[src/rtl/costas_loop_sched.sv]
// Shared PI loop-filter datapath for N_CH carrier tracking channels.
// Round-robin picks one pending channel; one signed multiplier serves both gain products.
module costas_loop_sched #(
  parameter int unsigned N_CH     = 4,
  parameter int unsigned ERR_W    = 32,
  parameter int unsigned GAIN_W   = 16,
  parameter int unsigned SHIFT_KP = 8,
  parameter int unsigned SHIFT_KI = 8,
  localparam int unsigned CH_W    = $clog2(N_CH)
) (
  input  logic                     clk,
  input  logic                     rst,
  input  logic [N_CH-1:0]          err_valid_i,
  input  logic [N_CH*ERR_W-1:0]    err_data_i,
  input  logic signed [GAIN_W-1:0] kp_i,
  input  logic signed [GAIN_W-1:0] ki_i,
  input  logic [N_CH-1:0]          chan_clear_i,
  output logic                     corr_valid_o,
  output logic [CH_W-1:0]          corr_ch_o,
  output logic signed [ERR_W-1:0]  corr_data_o,
  output logic                     busy_o,
  output logic [N_CH-1:0]          overrun_o
);

  localparam int unsigned ProdW = ERR_W + GAIN_W;
  localparam int unsigned WideW = ProdW + 1;
  localparam logic signed [WideW-1:0] SatMax = {{(WideW-ERR_W+1){1'b0}}, {(ERR_W-1){1'b1}}};
  localparam logic signed [WideW-1:0] SatMin = {{(WideW-ERR_W+1){1'b1}}, {(ERR_W-1){1'b0}}};

  typedef enum logic [2:0] {StIdle, StMulP, StMulI, StAcc, StOut} state_e;

  function automatic logic [CH_W-1:0] wrap_inc(input logic [CH_W-1:0] a, input int unsigned b);
    return CH_W'((32'(a) + b) % N_CH);
  endfunction

  function automatic logic signed [WideW-1:0] ext_e(input logic signed [ERR_W-1:0] v);
    return $signed({{(WideW-ERR_W){v[ERR_W-1]}}, v});
  endfunction

  function automatic logic signed [WideW-1:0] ext_p(input logic signed [ProdW-1:0] v);
    return $signed({{(WideW-ProdW){v[ProdW-1]}}, v});
  endfunction

  function automatic logic signed [ERR_W-1:0] sat(input logic signed [WideW-1:0] v);
    if (v > SatMax) return SatMax[ERR_W-1:0];
    if (v < SatMin) return SatMin[ERR_W-1:0];
    return v[ERR_W-1:0];
  endfunction

  state_e                   state_q, state_d;
  logic [N_CH-1:0]          pend_q, pend_d;
  logic [N_CH-1:0]          overrun_q, overrun_d;
  logic [N_CH-1:0]          grant_mask;
  logic signed [ERR_W-1:0]  hold_q  [N_CH];
  logic signed [ERR_W-1:0]  integ_q [N_CH];
  logic [CH_W-1:0]          rr_ptr_q, cur_ch_q, grant_ch;
  logic                     grant_vld, grant_fire, abort;
  logic signed [ERR_W-1:0]  work_err_q, p_term_q, acc_q, acc_new, p_sat;
  logic signed [GAIN_W-1:0] kp_q, ki_q;
  logic signed [ProdW-1:0]  prod_q, mul_a, mul_b, mul_res;
  logic                     corr_valid_q;
  logic [CH_W-1:0]          corr_ch_q;
  logic signed [ERR_W-1:0]  corr_data_q;

  // First pending channel at or after the round-robin pointer.
  always_comb begin
    grant_vld = 1'b0;
    grant_ch  = '0;
    for (int unsigned k = 0; k < N_CH; k++) begin
      if (!grant_vld && pend_q[wrap_inc(rr_ptr_q, k)]) begin
        grant_vld = 1'b1;
        grant_ch  = wrap_inc(rr_ptr_q, k);
      end
    end
  end

  assign grant_fire = (state_q == StIdle) && grant_vld;
  assign abort      = (state_q != StIdle) && chan_clear_i[cur_ch_q];

  always_comb begin
    grant_mask = '0;
    if (grant_fire) grant_mask[grant_ch] = 1'b1;
    pend_d    = (pend_q & ~grant_mask) | err_valid_i;
    overrun_d = err_valid_i & pend_q & ~grant_mask;
  end

  always_comb begin
    state_d = state_q;
    unique case (state_q)
      StIdle:  if (grant_vld) state_d = StMulP;
      StMulP:  state_d = StMulI;
      StMulI:  state_d = StAcc;
      StAcc:   state_d = StOut;
      StOut:   state_d = StIdle;
      default: state_d = StIdle;
    endcase
    if (abort) state_d = StIdle;
  end

  // One multiplier: kp in MUL_P, ki in MUL_I.
  assign mul_a   = $signed({{GAIN_W{work_err_q[ERR_W-1]}}, work_err_q});
  assign mul_b   = (state_q == StMulP) ? $signed({{ERR_W{kp_q[GAIN_W-1]}}, kp_q})
                                       : $signed({{ERR_W{ki_q[GAIN_W-1]}}, ki_q});
  assign mul_res = mul_a * mul_b;
  assign p_sat   = sat(ext_p(prod_q >>> SHIFT_KP));
  assign acc_new = sat(ext_e(integ_q[cur_ch_q]) + ext_p(prod_q >>> SHIFT_KI));

  always_ff @(posedge clk or posedge rst) begin
    if (rst) state_q <= StIdle;
    else     state_q <= state_d;
  end

  always_ff @(posedge clk or posedge rst) begin
    if (rst) begin
      pend_q       <= '0;
      overrun_q    <= '0;
      rr_ptr_q     <= '0;
      cur_ch_q     <= '0;
      work_err_q   <= '0;
      kp_q         <= '0;
      ki_q         <= '0;
      prod_q       <= '0;
      p_term_q     <= '0;
      acc_q        <= '0;
      corr_valid_q <= 1'b0;
      corr_ch_q    <= '0;
      corr_data_q  <= '0;
      for (int i = 0; i < N_CH; i++) begin
        hold_q[i]  <= '0;
        integ_q[i] <= '0;
      end
    end else begin
      pend_q       <= pend_d;
      overrun_q    <= overrun_d;
      corr_valid_q <= 1'b0;
      for (int i = 0; i < N_CH; i++) begin
        if (err_valid_i[i]) hold_q[i] <= err_data_i[i*ERR_W +: ERR_W];
        // Clear wins over the ACC write-back of the same channel.
        if (chan_clear_i[i])                                    integ_q[i] <= '0;
        else if (state_q == StAcc && cur_ch_q == CH_W'(i))      integ_q[i] <= acc_new;
      end
      if (grant_fire) begin
        work_err_q <= hold_q[grant_ch];
        kp_q       <= kp_i;
        ki_q       <= ki_i;
        cur_ch_q   <= grant_ch;
        rr_ptr_q   <= wrap_inc(grant_ch, 1);
      end
      case (state_q)
        StMulP: prod_q <= mul_res;
        StMulI: begin
          p_term_q <= p_sat;
          prod_q   <= mul_res;
        end
        StAcc:  acc_q <= acc_new;
        StOut: begin
          if (!abort) begin
            corr_valid_q <= 1'b1;
            corr_ch_q    <= cur_ch_q;
            corr_data_q  <= sat(ext_e(p_term_q) + ext_e(acc_q));
          end
        end
        default: ;
      endcase
    end
  end

  assign corr_valid_o = corr_valid_q;
  assign corr_ch_o    = corr_ch_q;
  assign corr_data_o  = corr_data_q;
  assign busy_o       = (state_q != StIdle);
  assign overrun_o    = overrun_q;

endmodule

[config.mk]
export PLATFORM = sky130hd
export DESIGN_NAME = costas_loop_sched
export DESIGN_NICKNAME = d
export VERILOG_FILES = /design/src/rtl/costas_loop_sched.sv
export SDC_FILE = /design/constraint.sdc
export NUM_CORES = 2
export LEC_CHECK = 0
export CORE_AREA = 8 8 394 396
export CTS_BUF_LIST = sky130_fd_sc_hd__clkbuf_8
export DETAILED_ROUTE_END_ITERATION = 7
export DIE_AREA = 0 0 402 404
export GPL_ROUTABILITY_DRIVEN = 0
export PLACE_DENSITY = 0.49
export SYNTH_ARGS = -nofsm -noshare
export SYNTH_HDL_FRONTEND = slang
export SYNTH_SLANG_ARGS = --single-unit
[constraint.sdc]
create_clock -name clk -period 17.2 [get_ports clk]
set_input_delay 3.44 -clock clk [delete_from_list [all_inputs] [get_ports clk]]
set_output_delay 3.44 -clock clk [all_outputs]
set_load 0.01 [all_outputs]
==> results_slide.txt <==
Flow Results at a Glance

Clocking
  • Clock slew at reported path FFs: 0.06 ns
  • Worst skew pair latency: 0.77 ns
  • CTS tree: built
  • CTS Hold Bufs: 0
  • Setup Buffers After CTS: 0
  • H-Tree Level Count: 3

GRT
  • Number of global-route vias before repair: 33.1k
  • Total overflow reported by the global router: 0
  • Antenna violations before repair: 29
  • Maximum number of pins on one net before global-route repair: 129
  • Met2 usage: 22.4%
  • Overall routing resource usage: 15.2%
  • GR peak layer: met2

Synthesis
  • Mean post-synth cell area: 10.2 um2
  • Post-Synthesis Cell Area: 44400 um2
  • Gate count of the mapped netlist: 4365
  • Largest type area fraction: 27.4%
  • Most frequently used flop master after synthesis: sky130_fd_sc_hd__dfrtp_1
  • Main area contributors: sky130_fd_sc_hd__fa_1 27%, sky130_fd_sc_hd__dfrtp_1 27%, sky130_fd_sc_hd__ha_1 6.3%, sky130_fd_sc_hd__inv_1 5.2%, sky130_fd_sc_hd__mux2_2 4.6%
  • Total cells reported by yosys after synthesis: 4365
  • Proportion of synthesized flip-flops having asynchronous set or reset: 100%

Worst setup path
  • Slowest stage delay, CP: 0.90 ns
  • R2R Path End: prod_q[47]
  • Startpoint-to-endpoint class of the critical path: register to register
  • Count of buffering cells on the critical path with inverters included: 6
  • Critical Path AT: 10.44 ns
  • Most Frequent Cell on Critical Path: sky130_fd_sc_hd__fa_1
  • Required time at the worst-slack endpoint: 17.78 ns
  • R2R Setup Slk: 7.34 ns
  • Worst setup path end: prod_q[47]
  • Beginning of the worst register-to-register path: state_q[1]
  • Critical path's top delay family: adder cells

Final layout
  • Fin util: 33.7%
  • Layout cells sized above 1: 9.73%
  • Number of nets in the layout: 5461
  • Synthesis-to-finish area growth: 12.8%

Final timing
  • Aggregate negative setup slack: 0 ns
  • Share of the cycle needed by the critical path after routing: 57.3%
  • Number of hold violations in the final report: 0
  • Worst-case hold slack: 0.477 ns
  • Pin slew with the least headroom to its limit: 1.11 ns

Floorplanning
  • Die X-Extent: 402 um
  • Area of the core: 149000 um2
  • I/O Pins: 210
  • Die Footprint: 162000 um2
  • Std cell rows: 142

Drt
  • Via density per instance: 4.78
  • TritonRoute pass-1 iters: 5
  • Top routing layer in use: met5
  • Post-route met1 wirelength: 61.5 mm
  • DR DRC count: 0

Worst hold path
  • Classification of the worst-slack hold path: register to register
  • Cell count of the worst hold path: 2

Placed design
  • I/O Buffers: 209
  • Half-perimeter wire length of the detailed placement result: 92.7 mm

Status
  • Result of the run: finished clean

Flow run
  • Number of OpenROAD warnings: 35
==> worst min-delay path, stage by stage, from the launching register on <==
cell and delay (ns):
sky130_fd_sc_hd__dfrtp_1 0.34, sky130_fd_sc_hd__nand2_1 0.05, sky130_fd_sc_hd__nand2_1 0.05
==> sequential cells by signal, summed over array words and instances (netlist names) <==
register and cells:
acc_q 32, corr_ch_o 2, corr_data_o 32, corr_valid_o 1, cur_ch_q 2, hold_q 128, integ_q 128, ki_q 16
kp_q 16, overrun_o 4, p_term_q 32, pend_q 4, prod_q 40, rr_ptr_q 2, state_q 3, work_err_q 32
==> kinds of logic after synthesis <==
family | share of synthesized area [%]
buffers and inverters | 7.51
and+or+nand+nor | 12.8
xor gates and xnor gates | 2.19
adders and majority gates | 34.4
muxes | 6.35
DFF | 26.7
AOI/OAI and AO/OA | 10.0
==> per-stage QoR <==
stage / worst slack, ns / instances
global placement: 7.37 / 6316
floorplan: 0.538 / 4365
global route: 6.68 / 6465
CTS: 7.23 / 6464
finish: 7.34 / 6475
detailed placement: 7.27 / 6316
==> final cells by class <==
cell class | instances | area [um2]
inverter | 612 | 2300
antenna | 11 | 27.5
fill | 15400 | 98800
timing repair buffer | 247 | 2380
sequential | 474 | 11900
clock inverter | 41 | 308
tap | 1944 | 2430
clock buffer | 107 | 1470
multi-input combinational | 3039 | 29300
### Metal 1

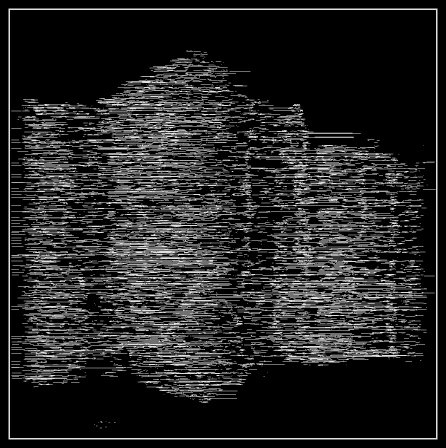
The longest straight run is 87.9 um. 5015 nets have wire on it.
wire length after detailed routing: 124 mm
met1 Usage GRT: 22.2%
vias after detailed routing: 30.9k

### Met2 routing

Scale bar: 100 um. Cells faint in the background.
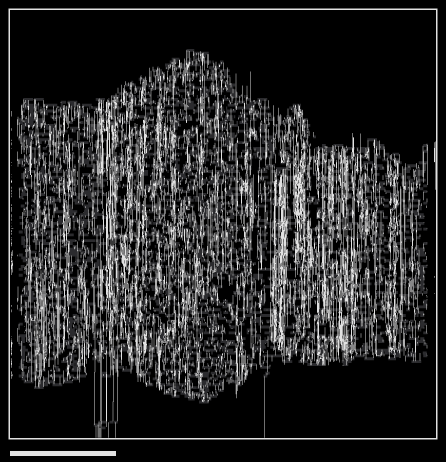
The longest straight run is 109 um. The wires run mostly vertical. The layer carries 51.2 mm of wire. 4337 nets have wire on it.

### M3 wires

Scale bar: 100 um.
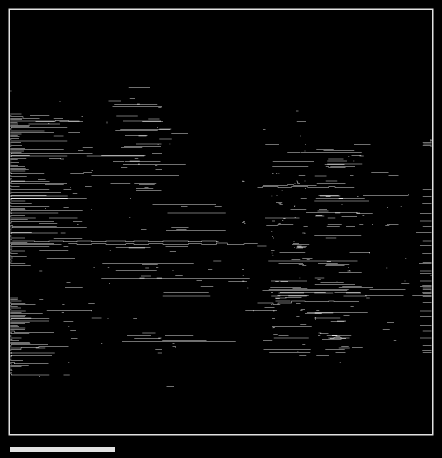
The layer carries 8680 um of wire. The longest straight run is 141 um. The wires run mostly horizontal. The layer holds 7.0% of the routed length. 387 nets have wire on it.
met3 track demand over resource in global routing: 3.97%

### Met4 routing

Cells faint in the background.
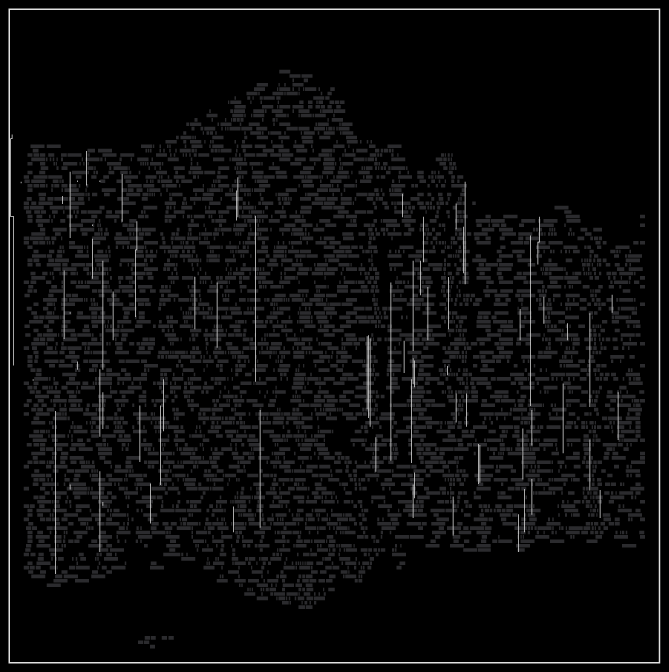
The layer carries 2460 um of wire. 45 nets have wire on it. The wires run mostly vertical. The layer holds 2.0% of the routed length.

